**src/rtl/dds_asf_writer.sv**
```systemverilog
// Serial writer for the AD9954 amplitude scale factor register.
// Rewrites ASF over the 3-wire port and strobes IO_UPDATE whenever ampDDS changes, on request, or after reset.
module dds_asf_writer #(
    parameter int         CLK_DIV   = 4,
    parameter logic [4:0] ASF_ADDR  = 5'h02,
    parameter logic [1:0] RAMP_RATE = 2'b00,
    parameter int         UPD_WIDTH = 4
) (
    input  logic        clk,
    input  logic        rst_n,
    input  logic [13:0] ampDDS,
    input  logic        force_wr,
    output logic        dds_sclk,
    output logic        dds_sdio,
    output logic        dds_cs_n,
    output logic        dds_ioupd,
    output logic        busy,
    output logic        done
);

    localparam logic [15:0] DIV_LAST = 16'(CLK_DIV - 1);
    localparam logic [15:0] UPD_LAST = 16'(UPD_WIDTH - 1);

    typedef enum logic [2:0] {IDLE, LOAD, SHIFT, TAIL, GAP, UPD, DONE} state_t;

    state_t      state, state_nxt;
    logic [15:0] cnt, cnt_nxt;
    logic [4:0]  bit_cnt, bit_cnt_nxt;
    logic [22:0] shreg, shreg_nxt;
    logic [13:0] last_sent, last_sent_nxt;
    logic        pending, pending_nxt;
    logic        sclk_nxt, sdio_nxt, cs_n_nxt, ioupd_nxt, busy_nxt, done_nxt;
    logic [23:0] frame;

    assign frame = {1'b0, 2'b00, ASF_ADDR, RAMP_RATE, ampDDS};

    always_ff @(posedge clk or negedge rst_n) begin
        if (!rst_n) begin
            state     <= IDLE;
            cnt       <= '0;
            bit_cnt   <= '0;
            shreg     <= '0;
            last_sent <= '0;
            pending   <= 1'b1;
            dds_sclk  <= 1'b0;
            dds_sdio  <= 1'b0;
            dds_cs_n  <= 1'b1;
            dds_ioupd <= 1'b0;
            busy      <= 1'b0;
            done      <= 1'b0;
        end else begin
            state     <= state_nxt;
            cnt       <= cnt_nxt;
            bit_cnt   <= bit_cnt_nxt;
            shreg     <= shreg_nxt;
            last_sent <= last_sent_nxt;
            pending   <= pending_nxt;
            dds_sclk  <= sclk_nxt;
            dds_sdio  <= sdio_nxt;
            dds_cs_n  <= cs_n_nxt;
            dds_ioupd <= ioupd_nxt;
            busy      <= busy_nxt;
            done      <= done_nxt;
        end
    end

    always_comb begin
        state_nxt     = state;
        cnt_nxt       = cnt;
        bit_cnt_nxt   = bit_cnt;
        shreg_nxt     = shreg;
        last_sent_nxt = last_sent;
        pending_nxt   = pending;
        sclk_nxt      = dds_sclk;
        sdio_nxt      = dds_sdio;
        cs_n_nxt      = dds_cs_n;
        ioupd_nxt     = dds_ioupd;
        busy_nxt      = busy;
        done_nxt      = 1'b0;

        case (state)
            IDLE: begin
                if (pending) state_nxt = LOAD;
            end
            LOAD: begin
                shreg_nxt     = frame[22:0];
                sdio_nxt      = frame[23];
                cs_n_nxt      = 1'b0;
                sclk_nxt      = 1'b0;
                busy_nxt      = 1'b1;
                bit_cnt_nxt   = '0;
                cnt_nxt       = '0;
                last_sent_nxt = ampDDS;
                pending_nxt   = 1'b0;
                state_nxt     = SHIFT;
            end
            SHIFT: begin
                // Data only moves on the falling edge so the DDS always samples a settled bit.
                if (cnt == DIV_LAST) begin
                    cnt_nxt = '0;
                    if (!dds_sclk) begin
                        sclk_nxt = 1'b1;
                    end else begin
                        sclk_nxt = 1'b0;
                        if (bit_cnt == 5'd23) begin
                            state_nxt = TAIL;
                        end else begin
                            sdio_nxt    = shreg[22];
                            shreg_nxt   = {shreg[21:0], 1'b0};
                            bit_cnt_nxt = bit_cnt + 5'd1;
                        end
                    end
                end else begin
                    cnt_nxt = cnt + 16'd1;
                end
            end
            TAIL: begin
                if (cnt == DIV_LAST) begin
                    cnt_nxt   = '0;
                    cs_n_nxt  = 1'b1;
                    sdio_nxt  = 1'b0;
                    state_nxt = GAP;
                end else begin
                    cnt_nxt = cnt + 16'd1;
                end
            end
            GAP: begin
                if (cnt == DIV_LAST) begin
                    cnt_nxt   = '0;
                    ioupd_nxt = 1'b1;
                    state_nxt = UPD;
                end else begin
                    cnt_nxt = cnt + 16'd1;
                end
            end
            UPD: begin
                if (cnt == UPD_LAST) begin
                    cnt_nxt   = '0;
                    ioupd_nxt = 1'b0;
                    done_nxt  = 1'b1;
                    state_nxt = DONE;
                end else begin
                    cnt_nxt = cnt + 16'd1;
                end
            end
            DONE: begin
                busy_nxt  = 1'b0;
                state_nxt = pending ? LOAD : IDLE;
            end
            default: state_nxt = IDLE;
        endcase

        // Compare against the post-LOAD value so a word just latched does not request itself again.
        if (force_wr || (ampDDS != last_sent_nxt)) pending_nxt = 1'b1;
    end

endmodule
```
**config.mk**
```make
export PLATFORM = sky130hd
export DESIGN_NAME = dds_asf_writer
export DESIGN_NICKNAME = d
export VERILOG_FILES = /design/src/rtl/dds_asf_writer.sv
export SDC_FILE = /design/constraint.sdc
export NUM_CORES = 1
export LEC_CHECK = 0
export CAP_MARGIN = 20
export CORE_MARGIN = 2
export CORE_UTILIZATION = 33
export DETAILED_ROUTE_END_ITERATION = 12
export HOLD_SLACK_MARGIN = 0.15
export PLACE_DENSITY_LB_ADDON = 0.3
export SYNTH_ARGS = -nofsm -noshare
export SYNTH_HDL_FRONTEND = slang
export SYNTH_SLANG_ARGS = --single-unit
```
**constraint.sdc**
```tcl
create_clock -name clk -period 3 [get_ports clk]
set_input_delay 0.3 -clock clk [delete_from_list [all_inputs] [get_ports clk]]
set_output_delay 0.3 -clock clk [all_outputs]
set_load 0.01 [all_outputs]
```
### Power grid, run 1

Pins as bars on the die edge.
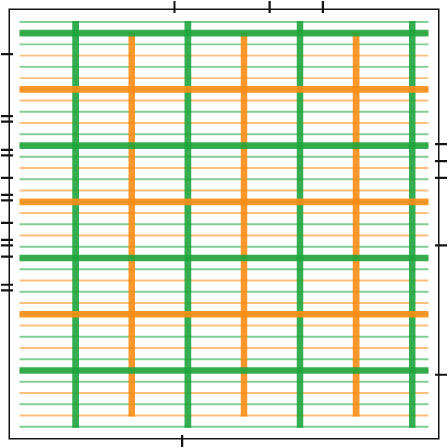
green -> VSS
orange -> VDD
met5 straps = 7
met4 straps = 7
die width: 104 um
maximum vdd drop: 0.000361 V
die height: 104 um
total core area: 0.00968 sq mm

### Zoomed window, run 1

Window x 1 to 51, y 53 to 103 um. Cells in grey, sequential cells in the stronger grey; small squares are vias.
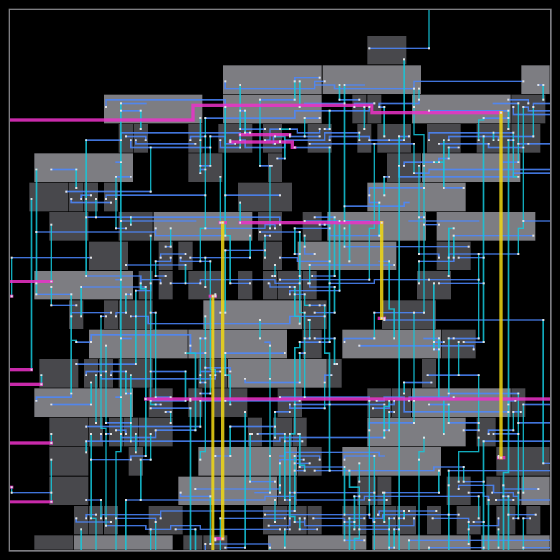
magenta -> M3
cyan -> M2
blue -> M1
yellow -> M4
most frequent = dfrtp_1 (28), nand2_1 (27)
sequential cells in the window = 28
netlist names of flops here include = shreg (19), last_sent (9)
cells with their middle in the window = 127

==> GITHUB_STEP_SUMMARY, run 1 <==
### Yosys + OpenROAD results

| Metric | Value |
|---|---|
| Core Util at FP | `0.337` |
| Vias per inst | `5.08` |
| Switching Fraction | `0.349` |
| Place WS | `0.515 ns` |
| Clock buffers | `10` |
| Post-synth mux share | `0.0153` |
| WS Path Type | `register to register` |
| Mapped Cells | `343` |
| CTS sink count | `68` |
| Top Layer Used | `met4` |
| H-tree Lvls | `3` |
| R2R Path Start | `cnt[0]` |
| Biggest register | `shreg` |
| #MultiIn Comb | `234` |
| DR vias | `2,551` |
| Diode count | `0` |
| Final Setup Violations | `0` |
| M1 GR Usage | `0.193` |
| Number of synthesized flops with an enable pin | `0` |
| Async set-reset flop share out of synthesis | `1.00` |
| Row Count | `36` |
| Top cell type by instance count after synthesis | `dfrtp_1` |
| Logic depth of the worst setup path including buffers | `6` |
| Post-route clock period utilization | `0.844` |
| Chip area from the yosys synthesis statistics | `0.00327 sq mm` |
| CP startpoint | `cnt[0]` |
| CTS resizes | `0` |
| Detail Route Antenna Nets | `0` |
| Sequential share of power | `0.406` |
| Critical path required time | `3.26 ns` |
| Top cell category | `flip-flops and latches` |
| Aoi share | `0.167` |
| Reg2reg path depth | `6` |
| Sequential logic power | `1.43 mW` |
| Top cells by count | `dfrtp_1 (66), nand2_1 (57), a21oi_1 (26)` |
| GR peak layer | `met2` |
| Chip area | `0.0107 sq mm` |
| And+or+nand+nor area frac | `0.188` |
| Status | `finished, final reports clean` |
| Warnings from Yosys | `0` |
| Worst Setup End Kind | `register` |
| CP peak stage delay | `0.83 ns` |
| Total track usage | `0.139` |
| RSZ-0062 raised after global routing | `no` |
| Gpl congestion | `0.819` |
| Max FFs per register | `23` |
| Synthesized cell area | `0.00327 sq mm` |
| Dominant register cell | `dfrtp_1` |
| Most frequent cells in the layout | `dfrtp_1 (66), nand2_1 (57), a21oi_1 (26)` |
| Relative slew margins | `0.318` |
| Int Power | `2.30 mW` |
| Critical Path Start Type | `register` |
| Layout cells sized above 1 | `0.0894` |
| Synth top area share | `0.505` |
| Worst setup path endpoint | `cnt[6]` |
| Number of fill cells | `963` |
| Setup Buffers After CTS | `0` |
### Clock routing, run 1

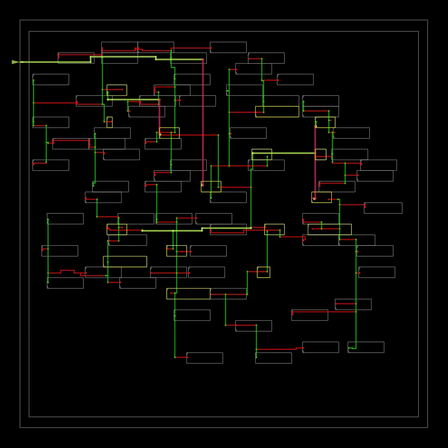
P_clk: 0.998 mW
cts bufs inserted: 9
Late-Pin Clk Latency: 0.34 ns
clk_skew: 0.0131 ns
Flops: 68

### Gate-type map, run 1

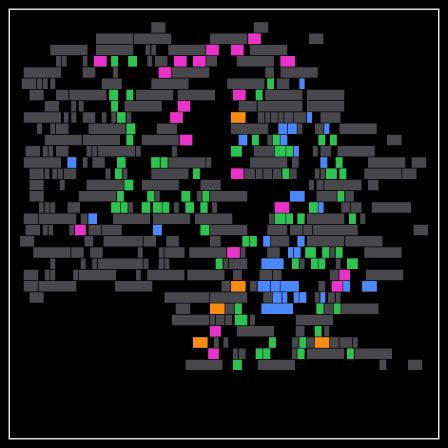

==> inputs of run 2 (changes only) <==
- clock period: 3 -> 2.2 ns (I/O delays scaled with it)
### Gate-type map, run 2

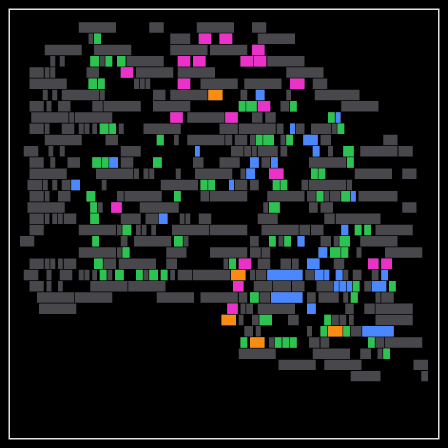
orange -> mux cells  # cells 5, most used mux2i_1
magenta -> non-inverting ao/oa cells  # cells 20, most used a22o_1
blue -> nor cells  # cells 30, most used nor2_1
green -> aoi and oai cells  # cells 67, most used a21oi_1
most numerous logic cell after layout: dfrtp_1
logic share of the area: 0.356
Post-Layout Cell Count: 517

==> run 2 against run 1 <==
  * Clock power up about 10%
  * Clock-buffer cell count down 1
  * Worst hold slack worse by 0.11 ns
  * Final area up 2.8%
  * Critical path depth up 2
  * Worst setup slack worse by 0.35 ns
  * Non-clock buffer count up 16
  * Flip-flop count unchanged
  * First-iteration DRC count up 56%
  * Fmax up 22%
  * Combinational power up 52%
==> GITHUB_STEP_SUMMARY, run 2 <==
### Yosys + OpenROAD results

| Metric | Value |
|---|---|
| Gpl congestion | `0.783 (was 0.819)` |
| Maximum vdd drop | `0.000400 V (was 0.000361 V)` |
| Row Count | `36 (unchanged)` |
| Critical Path Start Type | `register (unchanged)` |
| Relative slew margins | `0.572 (was 0.318)` |
| Place WS | `-0.0598 ns (was 0.515 ns)` |
| Biggest register | `shreg (unchanged)` |
| Psw | `1.72 mW (was 1.23 mW)` |
| R2R Path Start | `cnt[1] (was cnt[0])` |
| Top Layer Used | `met4 (unchanged)` |
| Diode count | `0 (unchanged)` |
| Status | `finished, final reports clean (unchanged)` |
| Synth top area share | `0.505 (unchanged)` |
| TritonCTS clock tree | `built (unchanged)` |
| Hold Path Class | `primary input to asynchronous set/reset pin (was register to register)` |
| Core Util at FP | `0.337 (unchanged)` |
| Int Power | `3.02 mW (was 2.30 mW)` |
| WS Path Type | `register to register (unchanged)` |
| Layout cells sized above 1 | `0.133 (was 0.0894)` |
| CP peak stage delay | `0.39 ns (was 0.83 ns)` |
| CP startpoint | `cnt[1] (was cnt[0])` |
| Synthesized cell area | `0.00327 sq mm (unchanged)` |
| Reg2reg path depth | `8 (was 6)` |
| Critical path required time | `2.44 ns (was 3.26 ns)` |
| Hold_buf cts | `1 (unchanged)` |
| Flop2flop setup slack | `0.12 ns (was 0.47 ns)` |
| P_clk | `1.14 mW (was 0.998 mW)` |
| Synth flops | `68 (unchanged)` |
| CTS resizes | `1 (was 0)` |
| Flops | `68 (unchanged)` |
| Setup Buffers After CTS | `0 (unchanged)` |
| Die width | `104 um (unchanged)` |
| Number of I/O pins | `23 (unchanged)` |
| Chip area | `0.0107 sq mm (unchanged)` |
| Met1 WL | `3530 um (was 3550 um)` |
| Post-route clock period utilization | `0.944 (was 0.844)` |
| Sequential share of power | `0.408 (was 0.406)` |
| Number of fill cells | `977 (was 963)` |
| Clock buffers | `9 (was 10)` |
| Top cells by count | `dfrtp_1 (66), nand2_1 (57), a21oi_1 (26) (unchanged)` |
| Total core area | `0.00968 sq mm (unchanged)` |
| Max FFs per register | `23 (unchanged)` |
| Logic depth of the worst setup path including buffers | `8 (was 6)` |
| Top cell category | `flip-flops and latches (unchanged)` |
| Cts bufs inserted | `9 (unchanged)` |
| Clock-pin slew on the worst setup and hold paths | `0.08 ns (about the same)` |
| Number of synthesized flops with an enable pin | `0 (unchanged)` |
| Clk_skew | `0.0101 ns (was 0.0131 ns)` |
| Worst setup path endpoint | `shreg[16] (was cnt[6])` |
| Mapped Cells | `343 (unchanged)` |
| DR vias | `2,582 (was 2,551)` |
| Total track usage | `0.142 (was 0.139)` |
| Aoi share | `0.167 (unchanged)` |
| Final Setup Violations | `0 (unchanged)` |
| Post-synth mux share | `0.0153 (unchanged)` |
| Die height | `104 um (unchanged)` |
| Chip area from the yosys synthesis statistics | `0.00327 sq mm (unchanged)` |
| Async set-reset flop share out of synthesis | `1.00 (unchanged)` |
| GR peak layer | `met2 (unchanged)` |
| RSZ-0062 raised after global routing | `no (unchanged)` |
| Total Nets Final | `399 (was 383)` |
| M1 GR Usage | `0.197 (was 0.193)` |
| Vias per inst | `4.99 (was 5.08)` |
| Root Driver | `clkbuf_8 (unchanged)` |
| H-tree Lvls | `3 (unchanged)` |
| Dominant register cell | `dfrtp_1 (unchanged)` |
| Switching Fraction | `0.362 (was 0.349)` |
| #MultiIn Comb | `234 (unchanged)` |
| Sequential logic power | `1.93 mW (was 1.43 mW)` |
### Clock routing, run 2

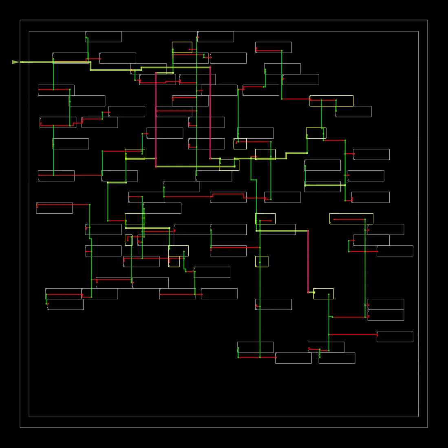
Late-Pin Clk Latency: 0.35 ns
CTS sink count: 68

### Sequential cells coloured by netlist name, run 2

Other sequential cells in the stronger grey, the rest of the logic in the fainter grey.
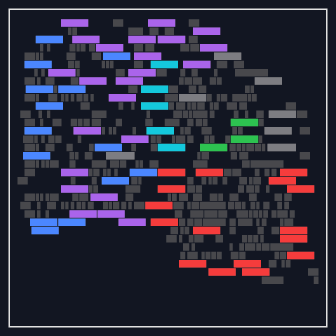

==> inputs of run 3 (changes only) <==
- CORE_MARGIN: 2 -> 4
### Sequential cells coloured by netlist name, run 3

Other sequential cells in the stronger grey, the rest of the logic in the fainter grey.
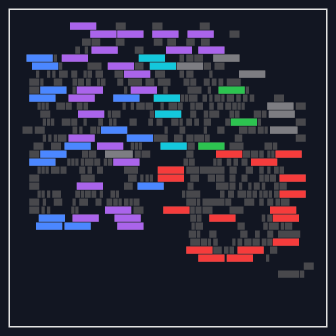
green -> state  # placed flops 3
purple -> shreg  # placed flops 23
cyan -> bit_cnt  # placed flops 5, where north
blue -> last_sent  # placed flops 14
red -> cnt  # placed flops 16
not coloured = 7

### Gate-type map, run 3

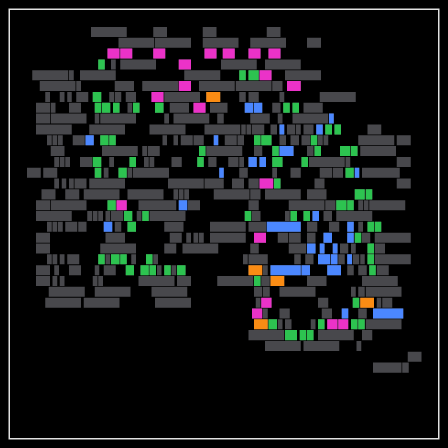
green -> aoi and oai cells  # cells 67, most used a21oi_1
magenta -> non-inverting ao/oa cells  # cells 20, most used a22o_1
orange -> mux cells  # cells 5, most used mux2i_1
blue -> nor cells  # cells 30, most used nor2_1

==> run 3 against run 2 <==
  * Routed wire length is 1.1% higher
  * Sequential power hardly changed
  * Power is 4.1% lower
  * Worst hold slack better by 0.033 ns
  * Synthesized cell count stayed put
  * Critical path depth is 1 lower
  * Core utilization is 0.54 points lower
  * Register-to-register slack worse by 0.03 ns
  * Combinational power hardly changed
  * Critical path type unchanged
==> GITHUB_STEP_SUMMARY, run 3 <==
### Yosys + OpenROAD results

| Metric | Value |
|---|---|
| Logic share of the area | `0.358 (was 0.356)` |
| Flops | `68 (unchanged)` |
| Diode count | `0 (unchanged)` |
| Critical path required time | `2.46 ns (was 2.44 ns)` |
| Psw | `1.72 mW (about the same)` |
| Async set-reset flop share out of synthesis | `1.00 (unchanged)` |
| Number of synthesized flops with an enable pin | `0 (unchanged)` |
| Total core area | `0.00973 sq mm (was 0.00968 sq mm)` |
| CTS resizes | `1 (unchanged)` |
| Late-Pin Clk Latency | `0.34 ns (was 0.35 ns)` |
| CTS sink count | `68 (unchanged)` |
| Biggest register | `shreg (unchanged)` |
| CP startpoint | `cnt[0] (was cnt[1])` |
| Clk_skew | `0.0103 ns (was 0.0101 ns)` |
| Status | `finished, final reports clean (unchanged)` |
| DR vias | `2,604 (was 2,582)` |
| Total track usage | `0.137 (was 0.142)` |
| GR peak layer | `met2 (unchanged)` |
| Critical Path Start Type | `register (unchanged)` |
| Sequential logic power | `1.92 mW (was 1.93 mW)` |
| Post-route clock period utilization | `0.959 (was 0.944)` |
| TritonCTS clock tree | `built (unchanged)` |
| Aoi share | `0.167 (unchanged)` |
| Top cell type by instance count after synthesis | `dfrtp_1 (unchanged)` |
| Int Power | `2.82 mW (was 3.02 mW)` |
| Maximum vdd drop | `0.000530 V (was 0.000400 V)` |
| Final Setup Violations | `0 (unchanged)` |
| Sequential share of power | `0.423 (was 0.408)` |
| Synthesized cell area | `0.00327 sq mm (unchanged)` |
| Die height | `108 um (was 104 um)` |
| Dominant register cell | `dfrtp_1 (unchanged)` |
| And+or+nand+nor area frac | `0.188 (unchanged)` |
| Gpl congestion | `0.804 (was 0.783)` |
| Number of fill cells | `995 (was 977)` |
| Hold Path Class | `primary input to asynchronous set/reset pin (unchanged)` |
| CP peak stage delay | `0.40 ns (was 0.39 ns)` |
| Clock-pin slew on the worst setup and hold paths | `0.08 ns (about the same)` |
| Flop2flop setup slack | `0.09 ns (was 0.12 ns)` |
| Hold_buf cts | `1 (unchanged)` |
| Place WS | `-0.0477 ns (was -0.0598 ns)` |
| Top cell category | `flip-flops and latches (unchanged)` |
| Core Util at FP | `0.336 (was 0.337)` |
| Switching Fraction | `0.378 (was 0.362)` |
| H-tree Lvls | `3 (unchanged)` |
| Synth top area share | `0.505 (unchanged)` |
| Post-Layout Cell Count | `519 (was 517)` |
| Worst setup path endpoint | `cnt[14] (was shreg[16])` |
| Reg2reg path depth | `7 (was 8)` |
| Cts bufs inserted | `9 (unchanged)` |
| M1 GR Usage | `0.180 (was 0.197)` |
| Root Driver | `clkbuf_8 (unchanged)` |
| Chip area from the yosys synthesis statistics | `0.00327 sq mm (unchanged)` |
| Setup Buffers After CTS | `0 (unchanged)` |
| P_clk | `0.940 mW (was 1.14 mW)` |
| Met1 WL | `3400 um (was 3530 um)` |
| WS Path Type | `register to register (unchanged)` |
| Top cells by count | `dfrtp_1 (66), nand2_1 (57), a21oi_1 (26) (unchanged)` |
| Max FFs per register | `23 (unchanged)` |
| Logic depth of the worst setup path including buffers | `7 (was 8)` |
| Most numerous logic cell after layout | `dfrtp_1 (unchanged)` |
Power figures rest on the tool's default switching activity, not on a simulated workload.
